--- config.mk ---
export PLATFORM = sky130hd
export DESIGN_NAME = mmio_timer
export DESIGN_NICKNAME = d
export VERILOG_FILES = /design/src/rtl/mmio_timer.sv
export SDC_FILE = /design/constraint.sdc
export NUM_CORES = 1
export LEC_CHECK = 0
export ABC_AREA = 1
export CORE_MARGIN = 5
export CORE_UTILIZATION = 50
export CTS_BUF_LIST = sky130_fd_sc_hd__clkbuf_8 sky130_fd_sc_hd__clkbuf_16
export CTS_CLUSTER_SIZE = 40
export DETAILED_ROUTE_END_ITERATION = 6
export GPL_ROUTABILITY_DRIVEN = 0
export HOLD_SLACK_MARGIN = 0.15
export PLACE_DENSITY_LB_ADDON = 0.1
export SLEW_MARGIN = 20
export SYNTH_ARGS = -nofsm -noshare
export SYNTH_HDL_FRONTEND = slang
export SYNTH_SLANG_ARGS = --single-unit
--- constraint.sdc ---
create_clock -name clk_i -period 6.8 [get_ports clk_i]
set_input_delay 1.36 -clock clk_i [delete_from_list [all_inputs] [get_ports clk_i]]
set_output_delay 1.36 -clock clk_i [all_outputs]
set_load 0.05 [all_outputs]
--- src/rtl/mmio_timer.sv ---
// Memory-mapped timer/compare responder on the core data bus: prescaled counter,
// compare match with level IRQ, overflow flag. Optional macro: MMIO_TIMER_AUTORELOAD_EN.
module mmio_timer #(
    parameter int          WIDTH     = 32,
    parameter logic [31:0] BASE_ADDR = 32'h0000_1000,
    parameter int          PRESC_W   = 16
) (
    input  logic             clk_i,
    input  logic             rst_i,
    input  logic             mem_we_i,
    input  logic [WIDTH-1:0] mem_addr_i,
    input  logic [WIDTH-1:0] mem_data_i,
    output logic [WIDTH-1:0] mem_data_o,
    output logic             irq_o
);

    localparam logic [2:0] REG_CTRL     = 3'd0;
    localparam logic [2:0] REG_COUNT    = 3'd1;
    localparam logic [2:0] REG_COMPARE  = 3'd2;
    localparam logic [2:0] REG_STATUS   = 3'd3;
    localparam logic [2:0] REG_PRESCALE = 3'd4;

    logic               en;
    logic               irq_en;
    logic [WIDTH-1:0]   count;
    logic [WIDTH-1:0]   compare;
    logic               match;
    logic               ovf;
    logic [PRESC_W-1:0] prescale;
    logic [PRESC_W-1:0] presc_cnt;

    logic               hit;
    logic [2:0]         sel;
    logic               wr_ctrl;
    logic               wr_count;
    logic               wr_compare;
    logic               wr_status;
    logic               wr_prescale;
    logic               tick;
    logic               cnt_match;
    logic               match_set;
    logic               ovf_set;
    logic [WIDTH-1:0]   count_next;
    logic [WIDTH-1:0]   rdata;
    logic               unused_addr_bits;

    // Only full-word accesses exist, so the byte-lane bits carry no information.
    assign unused_addr_bits = ^mem_addr_i[1:0];

    assign hit         = (mem_addr_i[31:5] == BASE_ADDR[31:5]);
    assign sel         = mem_addr_i[4:2];
    assign wr_ctrl     = mem_we_i && hit && (sel == REG_CTRL);
    assign wr_count    = mem_we_i && hit && (sel == REG_COUNT);
    assign wr_compare  = mem_we_i && hit && (sel == REG_COMPARE);
    assign wr_status   = mem_we_i && hit && (sel == REG_STATUS);
    assign wr_prescale = mem_we_i && hit && (sel == REG_PRESCALE);

    assign tick      = en && (presc_cnt == prescale);
    assign cnt_match = (count == compare);
    assign match_set = tick && cnt_match;
    // A COUNT write replaces the increment, so no wrap can happen on that edge.
    assign ovf_set   = tick && !wr_count && (count == '1);

`ifdef MMIO_TIMER_AUTORELOAD_EN
    assign count_next = cnt_match ? '0 : count + WIDTH'(1);
`else
    assign count_next = count + WIDTH'(1);
`endif

    always_comb begin
        rdata = '0;
        case (sel)
            REG_CTRL:     rdata = {{(WIDTH-2){1'b0}}, irq_en, en};
            REG_COUNT:    rdata = count;
            REG_COMPARE:  rdata = compare;
            REG_STATUS:   rdata = {{(WIDTH-2){1'b0}}, ovf, match};
            REG_PRESCALE: rdata = {{(WIDTH-PRESC_W){1'b0}}, prescale};
            default:      rdata = '0;
        endcase
    end

    always_ff @(posedge clk_i or posedge rst_i) begin
        if (rst_i) begin
            en         <= 1'b0;
            irq_en     <= 1'b0;
            count      <= '0;
            compare    <= '0;
            match      <= 1'b0;
            ovf        <= 1'b0;
            prescale   <= '0;
            presc_cnt  <= '0;
            mem_data_o <= '0;
        end else begin
            mem_data_o <= hit ? rdata : '0;

            if (wr_ctrl) begin
                en     <= mem_data_i[0];
                irq_en <= mem_data_i[1];
            end
            if (wr_compare) compare <= mem_data_i;
            if (wr_prescale) prescale <= mem_data_i[PRESC_W-1:0];

            if (wr_count || wr_prescale) presc_cnt <= '0;
            else if (tick)               presc_cnt <= '0;
            else if (en)                 presc_cnt <= presc_cnt + PRESC_W'(1);

            if (wr_count)  count <= mem_data_i;
            else if (tick) count <= count_next;

            // Hardware set takes priority over a same-cycle write-1-to-clear.
            match <= match_set || (match && !(wr_status && mem_data_i[0]));
            ovf   <= ovf_set   || (ovf   && !(wr_status && mem_data_i[1]));
        end
    end

    assign irq_o = match && irq_en;

endmodule

### Clock distribution, run 1

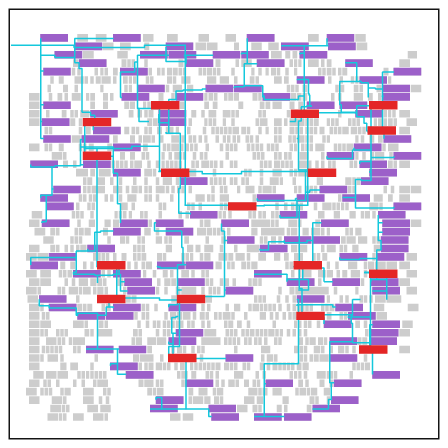
[flip-flops] purple | count: 132
[clock drivers] red | count: 17
[clock wires] cyan | length: 1850 µm
flops lie	spread over the die
routed clock nets	18

### Signal metal coverage by tile, run 1

The die is cut into 28 by 28 equal tiles; black is low, pale yellow is high, scaled to the fullest tile. Values are wire area over tile area, all layers added.
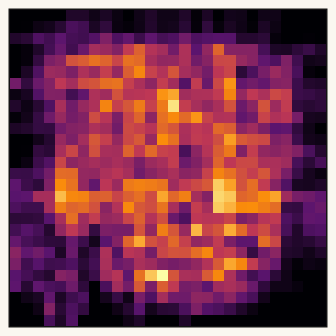
mean over tiles	0.20
tiles over half the peak	24%
densest ninth of the die	centre

==> results.yml, run 1 <==
# implementation run metrics
status:
  outcome: "complete, no violations"
synth:
  post-synth-top-count-cell: "nand2_1"
  yosysChipArea_um2: 8220
  compound_gate_portion_of_the_synthesized_area: 0.0630
  ys.flops: 132
  postSynth.topFlopCell: "dfrtp_1"
  synth_top_area_share: 0.402
  cell_count_in_the_yosys_report: 1215
  cell_type_contributing_the_most_total_cell_area_after_synthesis: "dfrtp_1"
  synth.yosys.warnings: 0
  yosys-top-cells-count: "nand2_1, nor2_1, dfrtp_1, nand3_1, inv_1"
  synthesis.nets: 1284
global_route:
  number_of_global_route_vias_before_repair: 7417
  globalRouteOverflowTotal: 0
  antenna_found_initial: 0
  pin_count_of_the_biggest_net_entering_global_routing: 95
  globalRoute.busiestLayer: "met1"
cts:
  postCtsResizedCells: 0
  clock_sink_count: 132
  cts.reportedPaths.clkPinSlew_ps: 60
  cts-root-buf: "clkbuf_16"
  cts_tree: "done"
  clock.latency.late_pin_ps: 430
  postCtsHoldBufs: 0
power:
  switching_power_uw: 399
  net_switching_fraction_of_the_power: 0.227
  seq_power_share: 0.447
  share_of_total_power_in_the_clock_network: 0.501
  internal_power_mw: 1.36
routing:
  highest-signal-layer: "met4"
  drt-vias-per-instance: 5.42
  route.final.wire_length_mm: 23.6
  met1_routed_length_mm: 11.3
  remaining_antenna_violation_count: 0
setup_path:
  worst_r2r_path_depth: 8
  worstSetupPathType: "input pin to register"
  slowest_library_cell_on_the_worst_path: "nor2_2"
  worst-path-buf-inv: 3
  worst_r2r_dst: "count[23]"
  reg2reg_setup_slack_ps: 4280
  crit_arrival_ps: 4180
place:
  port-buffer-count: 97
  place_worst_setup_slack_ps: 2580
  placedCellCount: 1469
final_timing:
  finalCritPeriodShare: 0.565
  timing_max_transition_violations_final: 0
  max_slew_margin: 0.307
  finalWorstPathRequiredPeriod_ps: 3840
  clock_skew_ps: 6.12
  setup_viol: 0
  fin_tns_setup_ps: 0
  tightestPinTransition_ps: 1040
  final_critical_path_setup_slack_ps: 2960
final_layout:
  postLayoutCellArea_um2: 9770
  comb_area_share: 0.437
  layout_top_registers: "compare: 32 flops, count: 32 flops, mem_data_o: 32 flops"
  seqCellArea_um2: 3300
  mi_logic_area_um2: 4270
  area_share_clock_buf_inv: 0.0579
  layout.nets: 1341
die:
  core_area_um2: 16000
  fp.dieH_um: 138
  io_pins: 100
  placementRows: 46
### Zoomed window, run 1

Bar = 10 µm. Region (57, 29) to (82, 54) µm. Cells in grey, sequential cells in the stronger grey; small squares are vias.
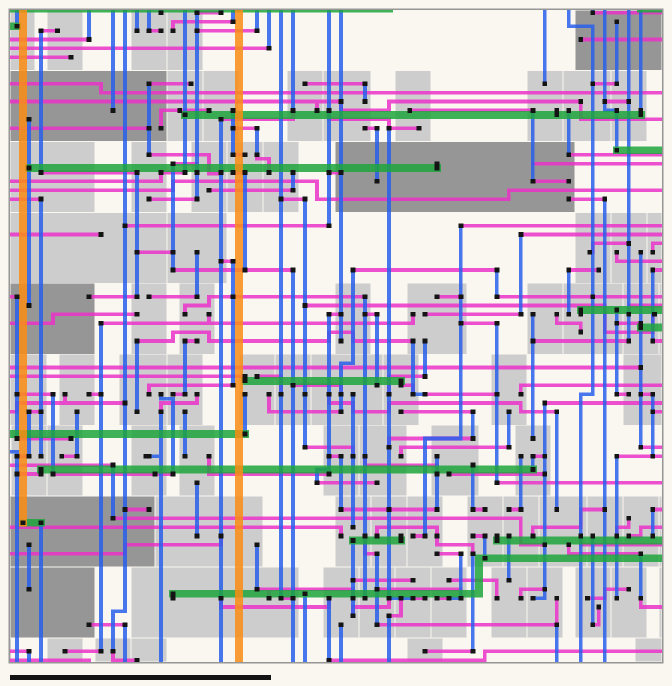
layer	colour
metal 3	green
metal 1	magenta
metal 4	orange
metal 2	blue
sequential cells in the window	3
cells with their middle in the window	66
most frequent	nand2_1 (24), nor2_1 (14), inv_1 (7)
netlist names of flops here include	prescale (3)

### Cell outlines without signal wires, run 1

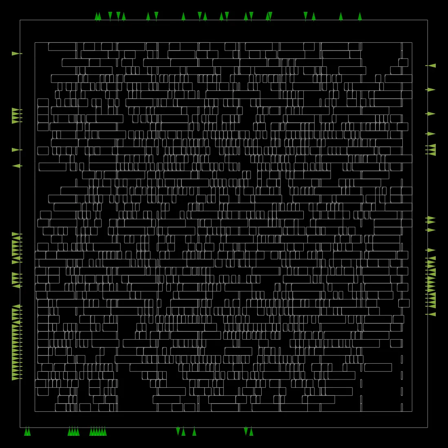
flop share of the area: 0.338
sequential cells: 132
number of cells in the finished layout apart from fillers: 1501

==> run 1 -> run 2 <==
clock period = 3.7 ns   (was 6.8 ns; I/O delays follow)
### Gate families picked out, run 2

Bar = 50 µm.
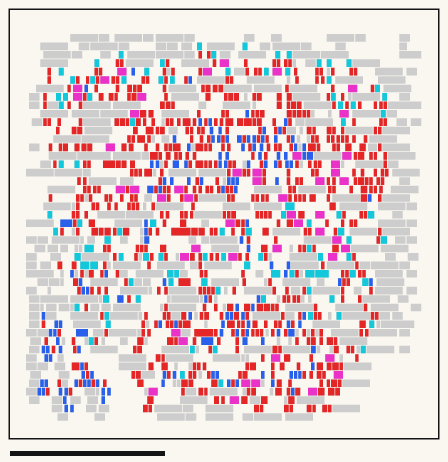
family	colour	cells
inverting AOI/OAI gates	cyan	95
NOR gates	blue	147
NAND gates	red	631
XOR/XNOR gates	magenta	49

### Cell outlines without signal wires, run 2

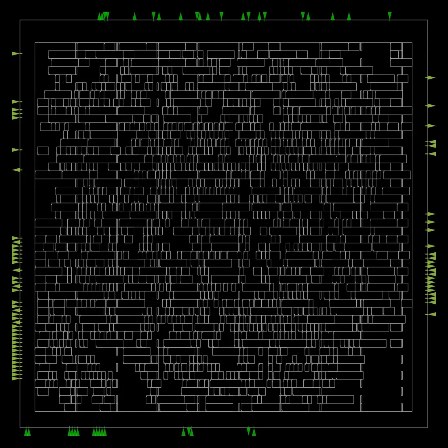
number of cells in the finished layout apart from fillers: 1514
flop share of the area: 0.333
CORE AREA: 16000 µm²
Tap Count: 216
Row Count: 46

==> run 2 against run 1 <==
Effect of this change:
- sequential share of layout area fell by 0.52 points
- synthesized area did not move
- first-iteration DRC count fell by 0.37%
- sequential cell count did not move
- critical endpoint is now irq_o
- critical path type is now register to output pin
==> results.yml, run 2 <==
# implementation run metrics
status:
  outcome: "complete, no violations"
global_route:
  number_of_global_route_vias_before_repair: 7569
  pin_count_of_the_biggest_net_entering_global_routing: 133
  antenna_found_initial: 0
  globalRoute.busiestLayer: "met2"
setup_path:
  slowest_library_cell_on_the_worst_path: "clkdlybuf4s50_1"
  crit_required_ps: 2960
  worst-path-buf-inv: 2
  worst_r2r_dst: "count[22]"
  reg2reg_setup_slack_ps: 1470
  setup.worst_path.start: "irq_en"
  cp-endpoint: "irq_o"
  crit_arrival_ps: 1730
  worstSetupPathType: "register to output pin"
power:
  share_of_total_power_in_the_clock_network: 0.524
  internal_power_mw: 2.60
  switching_power_uw: 794
  seq_cell_power_mw: 1.44
  seq_power_share: 0.426
  net_switching_fraction_of_the_power: 0.234
final_timing:
  fin_tns_setup_ps: 0
  setup_viol: 0
  finalCritPeriodShare: 0.667
  tightestPinTransition_ps: 1030
  clock_skew_ps: 6.40
  final_critical_path_setup_slack_ps: 1230
  finalWorstPathRequiredPeriod_ps: 2470
  timing_max_transition_violations_final: 0
  max_slew_margin: 0.314
final_layout:
  layout_top_registers: "compare: 32 flops, count: 32 flops, mem_data_o: 32 flops"
  postLayoutCellArea_um2: 9930
  area_share_clock_buf_inv: 0.0623
  sequential_cell_total: 132
  comb_area_share: 0.429
  mi_logic_area_um2: 4260
  seqCellArea_um2: 3300
cts:
  cts-root-buf: "clkbuf_16"
  postCtsHoldBufs: 0
  clock.latency.late_pin_ps: 420
  cts.reportedPaths.clkPinSlew_ps: 60
  cts_tree: "done"
  postCtsResizedCells: 0
  clock_sink_count: 132
synth:
  cell_type_contributing_the_most_total_cell_area_after_synthesis: "dfrtp_1"
  synthesis.area_per_instance_um2: 6.76
  yosys.area_share.simple: 0.399
  synth_top_area_share: 0.402
  synth.yosys.warnings: 0
  compound_gate_portion_of_the_synthesized_area: 0.0630
  postSynth.topFlopCell: "dfrtp_1"
  yosys-top-cells-count: "nand2_1, nor2_1, dfrtp_1, nand3_1, inv_1"
  post-synth-top-count-cell: "nand2_1"
  synthesis.nets: 1284
  yosysChipArea_um2: 8220
  cell_count_in_the_yosys_report: 1215
  ys.flops: 132
routing:
  remaining_antenna_violation_count: 0
  drt-vias-per-instance: 5.38
  highest-signal-layer: "met4"
flow_run:
  openroad.warnings: 30
die:
  fp.dieH_um: 138
  io_pins: 100
place:
  placedCellCount: 1482
  port-buffer-count: 97
==> run 2 -> run 3 <==
clock period = 2.41 ns   (was 3.7 ns; I/O delays follow)
### Cell outlines without signal wires, run 3

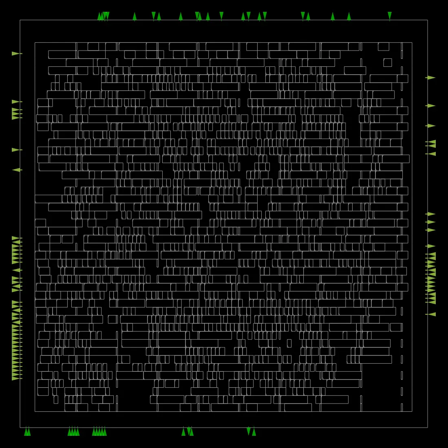
number of cells in the finished layout apart from fillers: 1528
utilization of the core after routing: 0.638
filler cell count: 1518
flop share of the area: 0.324

### Gate families picked out, run 3

Bar = 50 µm.
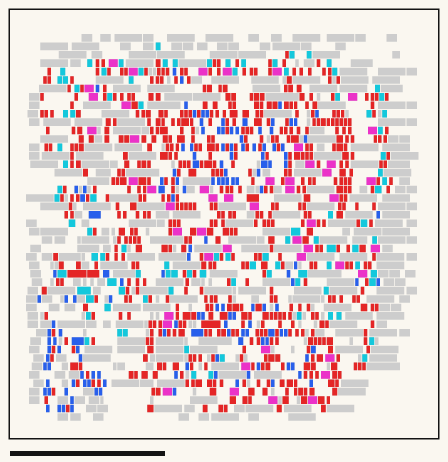
family	colour	cells
NOR gates	blue	147
NAND gates	red	631
inverting AOI/OAI gates	cyan	95
XOR/XNOR gates	magenta	49

==> run 3 against run 2 <==
Effect of this change:
- first-iteration DRC count increased by 7.2%
- largest cell class unchanged
- non-clock buffer count increased by 14
- clock power increased by 78%
- clock skew increased by 8.4 ps
- clock-buffer cell count increased by 3
- die size unchanged
- total power increased by 67%
- critical path type unchanged
- cell area increased by 2.8%
- register-to-register slack got worse by 990 ps
- synthesized area unchanged
- core utilization increased by 1.7 points
- hold slack got worse by 150 ps
==> results.yml, run 3 <==
# implementation run metrics
setup_path:
  path_depth: 3
  worst_r2r_dst: "presc_cnt[13]"
  kind_of_start_point_of_the_critical_path: "register"
  crit_required_ps: 1930
  crit_fanout: 3
  worstSetupPathType: "register to output pin"
  reg2reg_setup_slack_ps: 480
  crit_family: "buffers and inverters"
  cp-endpoint: "irq_o"
  setup.worst_path.start: "irq_en"
  critical_path.max_stage_delay_ps: 800
  crit_arrival_ps: 1720
  slowest_library_cell_on_the_worst_path: "clkdlybuf4s50_1"
  timing.rr.start: "presc_cnt[9]"
  worst_r2r_path_depth: 9
  worst-path-buf-inv: 2
final_timing:
  tightestPinTransition_ps: 613
  final_critical_path_setup_slack_ps: 208
  rsz_0062_raised_after_global_routing: "no"
  max_slew_margin: 0.590
  max_freq_mhz: 454
  fin_tns_setup_ps: 0
  clock_skew_ps: 14.8
  setup_viol: 0
  timing_max_transition_violations_final: 0
  finalWorstPathRequiredPeriod_ps: 2200
  finalCritPeriodShare: 0.914
  whs_ps: 355
  final-hold-violation-count: 0
final_layout:
  comb_area_share: 0.417
  proportion_of_layout_cells_with_a_drive_suffix_above_1: 0.0739
  seqCellArea_um2: 3300
  final_common_cell: "nand2_1"
  area_share_clock_buf_inv: 0.0701
  layout.nets: 1368
  layout_top_registers: "compare: 32 flops, count: 32 flops, mem_data_o: 32 flops"
  mi_logic_area_um2: 4260
  layout.cells.most_common_list: "nand2_1, nor2_1, dfrtp_1"
  clockBufferCount: 20
  comb_cells: 926
  buf_share: 0.128
  sequential_cell_total: 132
  diodes: 0
  postLayoutCellArea_um2: 10200
  syn2layout_area_growth_pct: 24.1
  non_clock_buffer_count: 130
routing:
  met1_routed_length_mm: 11.1
  detailedRoute.firstPassIterationCount: 7
  route.final.wire_length_mm: 23.8
  drt-vias-per-instance: 5.40
  remaining_drc_errors: 0
  routed-wl-met3_mm: 1.88
  highest-signal-layer: "met4"
  met2WireLength_mm: 10.5
  remaining_antenna_violation_count: 0
place:
  dpl_cell_area_um2: 9490
  placedCellCount: 1496
  post-dp-hpwl_mm: 17.8
  place_worst_setup_slack_ps: 63.0
  port-buffer-count: 97
synth:
  mappedNetlistArea_um2: 8220
  yosys.area_share.simple: 0.399
  post_synth_main_logic_family: "simple AND/OR/NAND/NOR gates"
  xor_share: 0.0522
  postSynthCellCount: 1215
  post-synth-top-count-cell: "nand2_1"
  netlist-cell-type-count: 35
  synthesis.nets: 1284
  postSynth.topFlopCell: "dfrtp_1"
  synth.cellmix.adderShare: 0.00304
  synthesis.area_per_instance_um2: 6.76
  yosysChipArea_um2: 8220
  synth.mux.area_fraction: 0
  yosys-top-cells-count: "nand2_1, nor2_1, dfrtp_1, nand3_1, inv_1"
  synth.yosys.warnings: 0
  ys_top_cells_by_area: "dfrtp_1, nand2_1, nor2_1, nand3_1, inv_1"
  synth-edff-count: 0
  cell_type_contributing_the_most_total_cell_area_after_synthesis: "dfrtp_1"
  compound_gate_portion_of_the_synthesized_area: 0.0630
  ys_seq_frac: 0.402
  cell_count_in_the_yosys_report: 1215
  synth_top_area_share: 0.402
  ys.flops: 132
power:
  share_of_total_power_in_the_clock_network: 0.560
  power.group.top: "the clock network"
  post-layout-total-power_mw: 5.66
  net_switching_fraction_of_the_power: 0.210
  switching_power_mw: 1.19
  p_comb_uw: 275
  power_density_nw_per_um2: 555
  seq_power_share: 0.391
  clock_net_power_mw: 3.17
  peakVddDrop_mv: 0.506
  seq_cell_power_mw: 2.22
  internal_power_mw: 4.47
die:
  placementRows: 46
  x_dimension_of_the_die_um: 138
  fp.dieH_um: 138
  initial_core_util: 0.514
  floorplan.die_area_um2: 19100
  tap-cell-count: 216
  io_pins: 100
  core_area_um2: 16000
status:
  outcome: "complete, no violations"
global_route:
  globalRoute.busiestLayer: "met2"
  use_met2: 0.382
  number_of_global_route_vias_before_repair: 7778
  grt_util_met3: 0.0572
  pin_count_of_the_biggest_net_entering_global_routing: 53
  antenna_found_initial: 0
  grt_usage: 0.251
  first_pass_grt_wire_length_mm: 39.5
  globalRouteOverflowTotal: 0
cts:
  clock.latency.late_pin_ps: 430
  postCtsHoldBufs: 0
  cts-root-buf: "clkbuf_16"
  setup_buffers_after_cts: 0
  cts.reportedPaths.clkPinSlew_ps: 60
  cts_buffer_depth: 2
  clock_sink_count: 132
  postCtsResizedCells: 0
  cts_tree: "done"
  cts-buffers-inserted: 17
flow_run:
  openroad.warnings: 28
  max_cap_violations: 0
Power figures rest on the tool's default switching activity, not on a simulated workload.
